`src/rtl/tictactoe_turn_ctrl.sv`:
```
// Turn sequencer and move arbiter in front of the tictactoe core (board state lives in the core).
// Optional human-turn forfeit timer: define TURN_TIMEOUT_EN.
module tictactoe_turn_ctrl #(
    parameter int CORE_LAT    = 1,
    parameter int SCORE_W     = 4,
    parameter int TIMEOUT_CYC = 1000
) (
    input  logic               clk,
    input  logic               reset,
    input  logic               new_game,
    input  logic               ai_x,
    input  logic               ai_o,
    input  logic               x_req,
    input  logic [1:0]         x_row,
    input  logic [1:0]         x_col,
    input  logic               o_req,
    input  logic [1:0]         o_row,
    input  logic [1:0]         o_col,
    output logic               x_ack,
    output logic               x_nack,
    output logic               o_ack,
    output logic               o_nack,
    output logic               core_clr,
    output logic               core_go,
    output logic [1:0]         core_xoro,
    output logic [1:0]         core_row,
    output logic [1:0]         core_col,
    output logic               core_ai_en,
    input  logic               core_err,
    input  logic [1:0]         core_win,
    input  logic [1:0]         core_rowout,
    input  logic [1:0]         core_colout,
    output logic [1:0]         turn,
    output logic [3:0]         move_cnt,
    output logic               game_over,
    output logic [1:0]         result,
    output logic [1:0]         last_row,
    output logic [1:0]         last_col,
    output logic [SCORE_W-1:0] x_score,
    output logic [SCORE_W-1:0] o_score,
    output logic [SCORE_W-1:0] draw_score,
    output logic               timeout
);

    if (CORE_LAT < 1 || CORE_LAT > 3 || SCORE_W < 1 || TIMEOUT_CYC < 1) begin : g_bad_param
        $error("tictactoe_turn_ctrl: parameter out of range");
    end

    typedef enum logic [2:0] {
        S_IDLE, S_CLEAR, S_WAIT, S_ISSUE, S_RESP, S_OVER
    } state_t;

    localparam logic [1:0] SIDE_NONE = 2'b00;
    localparam logic [1:0] SIDE_X    = 2'b01;
    localparam logic [1:0] SIDE_O    = 2'b10;
    localparam logic [1:0] RES_DRAW  = 2'b11;
    localparam logic [SCORE_W-1:0] SCORE_MAX = '1;

    state_t     state, nxt_state;
    logic       x_req_d, o_req_d;
    logic       ai_x_q, ai_o_q;
    logic [1:0] lat_cnt;
    logic       x_edge, o_edge;
    logic       ai_turn, x_serve, o_serve, issue;
    logic       resp_done, end_game, timeout_hit;
    logic [1:0] opp, award;
    logic       x_ack_n, x_nack_n, o_ack_n, o_nack_n;

    assign x_edge    = x_req & ~x_req_d;
    assign o_edge    = o_req & ~o_req_d;
    assign opp       = {turn[0], turn[1]};
    assign ai_turn   = (turn == SIDE_X && ai_x_q) || (turn == SIDE_O && ai_o_q);
    assign x_serve   = state == S_WAIT && !new_game && turn == SIDE_X && !ai_x_q && x_edge
                       && x_row != 2'd3 && x_col != 2'd3;
    assign o_serve   = state == S_WAIT && !new_game && turn == SIDE_O && !ai_o_q && o_edge
                       && o_row != 2'd3 && o_col != 2'd3;
    assign issue     = state == S_WAIT && !new_game && (ai_turn || x_serve || o_serve);
    assign resp_done = state == S_RESP && lat_cnt == 2'(CORE_LAT - 1);
    assign core_clr  = state == S_CLEAR;
    assign core_go   = state == S_ISSUE;
    assign game_over = state == S_OVER;

    // Any request edge that is not taken as a move is refused, whatever the state.
    assign x_ack_n  = resp_done && !core_err && !core_ai_en && core_xoro == SIDE_X;
    assign o_ack_n  = resp_done && !core_err && !core_ai_en && core_xoro == SIDE_O;
    assign x_nack_n = (x_edge && !x_serve) || (resp_done && core_err && !core_ai_en && core_xoro == SIDE_X);
    assign o_nack_n = (o_edge && !o_serve) || (resp_done && core_err && !core_ai_en && core_xoro == SIDE_O);

    // NOTE: every always_comb output gets a default first so no latch is inferred.
    always_comb begin
        award    = SIDE_NONE;
        end_game = 1'b0;
        if (resp_done) begin
            if (core_err) begin
                if (core_ai_en) begin
                    award    = opp;
                    end_game = 1'b1;
                end
            end else if (core_win != SIDE_NONE) begin
                award    = core_win;
                end_game = 1'b1;
            end else if (move_cnt == 4'd8) begin
                award    = RES_DRAW;
                end_game = 1'b1;
            end
        end
        if (timeout_hit) begin
            award    = opp;
            end_game = 1'b1;
        end
    end

    always_comb begin
        nxt_state = state;
        unique case (state)
            S_IDLE, S_OVER: if (new_game) nxt_state = S_CLEAR;
            S_CLEAR:        nxt_state = S_WAIT;
            S_WAIT: begin
                if (new_game)         nxt_state = S_CLEAR;
                else if (issue)       nxt_state = S_ISSUE;
                else if (timeout_hit) nxt_state = S_OVER;
            end
            S_ISSUE:        nxt_state = S_RESP;
            S_RESP:         if (resp_done) nxt_state = end_game ? S_OVER : S_WAIT;
            default:        nxt_state = S_IDLE;
        endcase
    end

    always_ff @(posedge clk) begin
        if (!reset) state <= S_IDLE;
        else        state <= nxt_state;
    end

    // NOTE: sequential state uses non-blocking assignments so every register sees pre-edge values.
    always_ff @(posedge clk) begin
        if (!reset) begin
            x_req_d    <= 1'b0;
            o_req_d    <= 1'b0;
            ai_x_q     <= 1'b0;
            ai_o_q     <= 1'b0;
            lat_cnt    <= '0;
            x_ack      <= 1'b0;
            x_nack     <= 1'b0;
            o_ack      <= 1'b0;
            o_nack     <= 1'b0;
            core_xoro  <= SIDE_NONE;
            core_row   <= '0;
            core_col   <= '0;
            core_ai_en <= 1'b0;
            turn       <= SIDE_NONE;
            move_cnt   <= '0;
            result     <= SIDE_NONE;
            last_row   <= '0;
            last_col   <= '0;
            x_score    <= '0;
            o_score    <= '0;
            draw_score <= '0;
        end else begin
            x_req_d <= x_req;
            o_req_d <= o_req;
            x_ack   <= x_ack_n;
            x_nack  <= x_nack_n;
            o_ack   <= o_ack_n;
            o_nack  <= o_nack_n;

            if (nxt_state == S_CLEAR) begin
                ai_x_q   <= ai_x;
                ai_o_q   <= ai_o;
                turn     <= SIDE_NONE;
                move_cnt <= '0;
                result   <= SIDE_NONE;
            end
            if (state == S_CLEAR) turn <= SIDE_X;

            if (issue) begin
                core_xoro  <= turn;
                core_ai_en <= ai_turn;
                core_row   <= ai_turn ? 2'd0 : (turn == SIDE_X ? x_row : o_row);
                core_col   <= ai_turn ? 2'd0 : (turn == SIDE_X ? x_col : o_col);
                lat_cnt    <= '0;
            end
            if (state == S_RESP && !resp_done) lat_cnt <= lat_cnt + 2'd1;

            if (resp_done && !core_err) begin
                move_cnt <= move_cnt + 4'd1;
                last_row <= core_rowout;
                last_col <= core_colout;
                if (!end_game) turn <= opp;
            end

            if (end_game) begin
                result <= award;
                turn   <= SIDE_NONE;
                if (award == SIDE_X && x_score != SCORE_MAX) x_score <= x_score + 1'b1;
                if (award == SIDE_O && o_score != SCORE_MAX) o_score <= o_score + 1'b1;
                if (award == RES_DRAW && draw_score != SCORE_MAX) draw_score <= draw_score + 1'b1;
            end
        end
    end

`ifdef TURN_TIMEOUT_EN
    localparam int TO_W = $clog2(TIMEOUT_CYC + 1);
    logic [TO_W-1:0] to_cnt;
    logic            timeout_q;

    // Held at zero outside WAIT so each entry to WAIT starts a fresh count.
    always_ff @(posedge clk) begin
        if (!reset) begin
            to_cnt    <= '0;
            timeout_q <= 1'b0;
        end else begin
            timeout_q <= timeout_hit;
            if (state != S_WAIT) to_cnt <= '0;
            else if (!ai_turn)   to_cnt <= to_cnt + 1'b1;
        end
    end

    assign timeout_hit = state == S_WAIT && !new_game && !issue && !ai_turn
                         && to_cnt == TO_W'(TIMEOUT_CYC - 1);
    assign timeout     = timeout_q;
`else
    assign timeout_hit = 1'b0;
    assign timeout     = 1'b0;
`endif

endmodule

```
`config.mk`:
```
export PLATFORM = sky130hd
export DESIGN_NAME = tictactoe_turn_ctrl
export DESIGN_NICKNAME = d
export VERILOG_FILES = /design/src/rtl/tictactoe_turn_ctrl.sv
export SDC_FILE = /design/constraint.sdc
export NUM_CORES = 1
export LEC_CHECK = 0
export ABC_AREA = 1
export CORE_ASPECT_RATIO = 1.1
export CORE_MARGIN = 8
export CORE_UTILIZATION = 30
export CTS_CLUSTER_SIZE = 8
export DETAILED_ROUTE_END_ITERATION = 8
export GPL_ROUTABILITY_DRIVEN = 0
export PLACE_DENSITY_LB_ADDON = 0.05
export SETUP_SLACK_MARGIN = 0.2
export SLEW_MARGIN = 0
export SYNTH_ARGS = -nofsm -noshare
export SYNTH_HDL_FRONTEND = slang
export SYNTH_SLANG_ARGS = --single-unit
```
`constraint.sdc`:
```
create_clock -name clk -period 1.7 [get_ports clk]
set_input_delay 0.51 -clock clk [delete_from_list [all_inputs] [get_ports clk]]
set_output_delay 0.51 -clock clk [all_outputs]
set_load 0.05 [all_outputs]
```
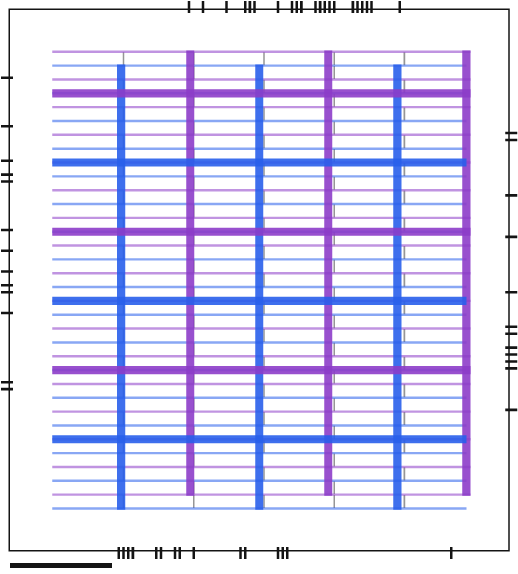
Figure 1: supply network.
Bar = 20 um. Pins as bars on the die edge. Tap cells in gray.
legend:
  purple:
    net: VDD
  blue:
    net: VSS
met4 straps: 6
tap cells: 87

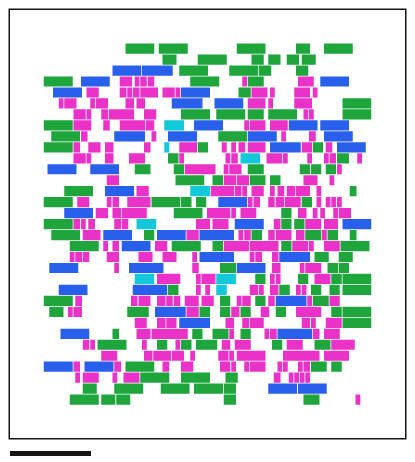
Figure 2: cells colored by class.
Bar = 20 um.
legend:
  cyan:
    class: clock drivers and dummy loads
    cells: 8
    share_of_their_area: 2.2%
  magenta:
    class: all other logic
    cells: 240
    share_of_their_area: 41%
  blue:
    class: flip-flops
    cells: 44
    share_of_their_area: 22%
  green:
    class: other buffers and delay cells
    cells: 119
    share_of_their_area: 35%
final core utilization: 59.22%
Core Footprint: 7308 um2
num rows: 33

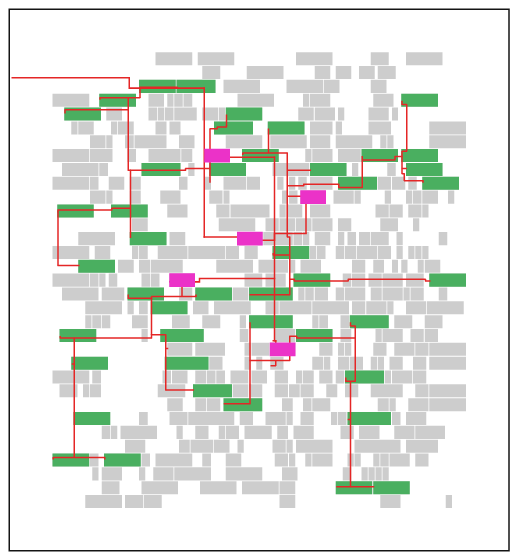
Figure 3: clock network drawn from the DEF.
legend:
  green:
    item: flip-flops
    count: 44
  magenta:
    item: cells driving clock nets
    count: 5
  red:
    item: clock wires
    length: 631 um
routed clock nets: 6
P_clk: 705 uW
clock share of power: 28.0%

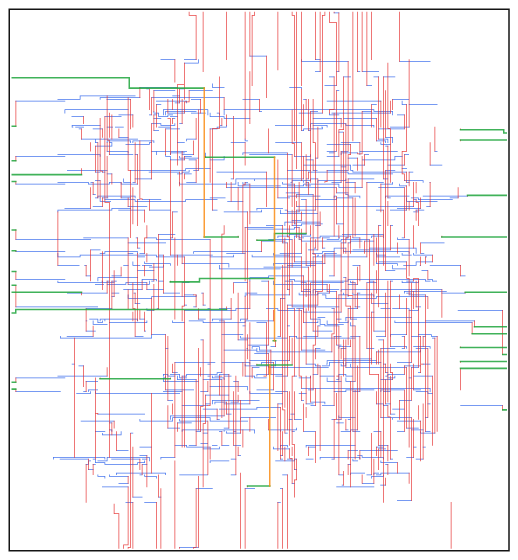
Figure 4: signal wires by layer.
legend:
  green:
    layer: met3
    wire_length: 282 um
  orange:
    layer: met4
    wire_length: 89.1 um
  red:
    layer: met2
    wire_length: 3760 um
  blue:
    layer: met1
    wire_length: 2830 um
WL/cell: 13.98 um
WL final: 6.964 mm
GRT Resource Usage Total: 13.09%

-- flip-flops by register name, indices dropped and copies added (netlist names) --
| signal | cells |
|---|---|
| core_ai_en | 1 |
| x_ack | 1 |
| x_nack | 1 |
| core_xoro | 2 |
| draw_score | 4 |
| ai_x_q | 1 |
| core_row | 2 |
| last_col | 2 |
| o_req_d | 1 |
| o_score | 4 |
| x_score | 4 |
| lat_cnt | 2 |
| o_ack | 1 |
| move_cnt | 4 |
| core_col | 2 |
| result | 2 |
| ai_o_q | 1 |
| state | 3 |
| last_row | 2 |
| x_req_d | 1 |
| o_nack | 1 |
| turn | 2 |
-- cells in the mapped netlist, types with 2 or more instances --
library cell,count,area share [%]
a21oi_1,30,6.8
a22oi_1,4,1.4
buf_2,2,0.45
clkbuf_1,4,0.68
dfxtp_1,44,40
ha_1,6,3.4
inv_1,31,5.3
inv_2,5,0.85
inv_4,2,0.56
mux2_2,4,2.0
nand2_1,46,7.8
nand2_2,3,0.85
nand3_1,29,6.6
nand3_4,5,4.0
nand4_1,7,2.0
nor2_1,28,4.7
nor2_2,3,0.85
o21ai_0,10,2.3
o21ai_1,7,1.6
o21ai_4,2,1.5
o21bai_1,2,0.68
xnor2_1,4,1.6
xor2_1,3,1.2
-- per-stage QoR --
| step | power (mW) | setup slack [ns] | TNS [ns] | instances |
|---|---|---|---|---|
| finish | 2.516 | 0.04335 | 0 | 498 |
| global route | 2.630 | -0.01034 | -0.01868 | 498 |
| CTS | 2.434 | 0.04283 | 0 | 484 |
| detailed placement | 1.657 | -0.4044 | -12.91 | 462 |
| global placement | 1.650 | -0.3691 | -12.51 | 462 |
| floorplan | 1.407 | 0.1241 | 0 | 290 |
-- report_power, final --
part | switching (mW) | total [mW] | internal, mW
clock | 0.374 | 0.705 | 0.331
sequential | 0.0321 | 1.09 | 1.06
combinational | 0.398 | 0.721 | 0.323
total | 0.804 | 2.52 | 1.71
-- metal layers --
metal	up-vias	part of all wire, %	global-route usage [%]
met5	-	0	0
met2	36	54	24.53
met1	1100	41	14.06
met3	8	4.0	3.464
met4	0	1.3	3.679
li1	1203	-	-
-- repair_timing --
item,in CTS,in global routing
buffers inserted,13,13
cloned,1,1
pin swaps,30,48
endpoints found under the setup margin,43,41
resized,51,81
-- worst max-delay path, stage by stage, from the launching register on --
cell and delay [ns]:
dfxtp_2 0.34, inv_2 0.05, buf_6 0.12, nand3_4 0.07, clkinvlp_4 0.11, buf_12 0.16
-- area by class of cell --
class | instances | share of cell area [%]
multi-input cells | 202 | 35.36
repair buffers | 119 | 34.52
flip-flops and latches | 44 | 21.02
inverters | 38 | 4.423
well taps | 87 | 2.515
clock buffers | 7 | 1.995
clock inverters | 1 | 0.1735
-- how the worst max path moves through the flow --
stage / end / cells after the start / slack, ns / start
after floorplan: result[0] / 13 / 0.12 / move_cnt[1]
after global placement: move_cnt[1] / 11 / -0.37 / o_req
after detailed placement: move_cnt[1] / 11 / -0.40 / o_req
after CTS: core_clr / 5 / 0.04 / state[1]
after global routing: draw_score[0] / 10 / -0.01 / move_cnt[0]
final: game_over / 5 / 0.04 / state[1]
==> flow_summary.toml <==
# implementation run metrics
[outcome]
status = "completed"

[global_route]
grt_max_degree = 14
antenna_found_initial = 0

[clocking]
clk_latency_ns = 0.30
cts.clk_slew.worst_paths_ns = 0.09
cts-root-buf = "clkbuf_8"
clkSinkCount = 44
cts_hold_buf = 0
htreeDepth = 2

[critical_path]
cp-end-kind = "output pin"
r2r-start = "state[1]"
critPathArrivalTime_ns = 1.15
r2r_slack_ns = 0.07
worstPathRequired_ns = 1.19
critPathKind = "flip-flop to output pin"

[placement]
post_dp_cell_area_um2 = 3647
portBuffers = 59

[synth]
synth_area_um2 = 2216
avgSynthCellArea_um2 = 7.641
synthSimpleGateAreaFrac_pct = 29.31
async_flop_share_pct = 0
postSynthSeqShare_pct = 39.75
synth-edff-count = 0
ys_sh_aoi_pct = 14.46
ys_seq_elements = 44
syn_nets = 318
yosys_cells = 290

[floorplan]
fp.dieW_um = 97.95

[min_path]
hold_start = "o_req"
hold_depth = 3
min_path_type = "input pin to flip-flop"

[finish]
combGateArea_um2 = 1530
nNetsFinal = 438
final_cell_mix = "buf_4 (42), buf_12 (41), nand2_1 (32)"
num-fill-cells = 625
antenna_cells = 0
final_area_um2 = 4328

[pwr]
p_leak_nw = 1.701

[final_timing]
rsz0062_at_grt = "yes"
period_needed_ns = 1.657
hold_viol = 0
slew_violations = 0

[routing]
ant_nets = 0
drc_errors = 0
drt-vias-per-instance = 4.713

[flow_run]
cap_violations = 0
Power is estimated from default activity; no workload was simulated.
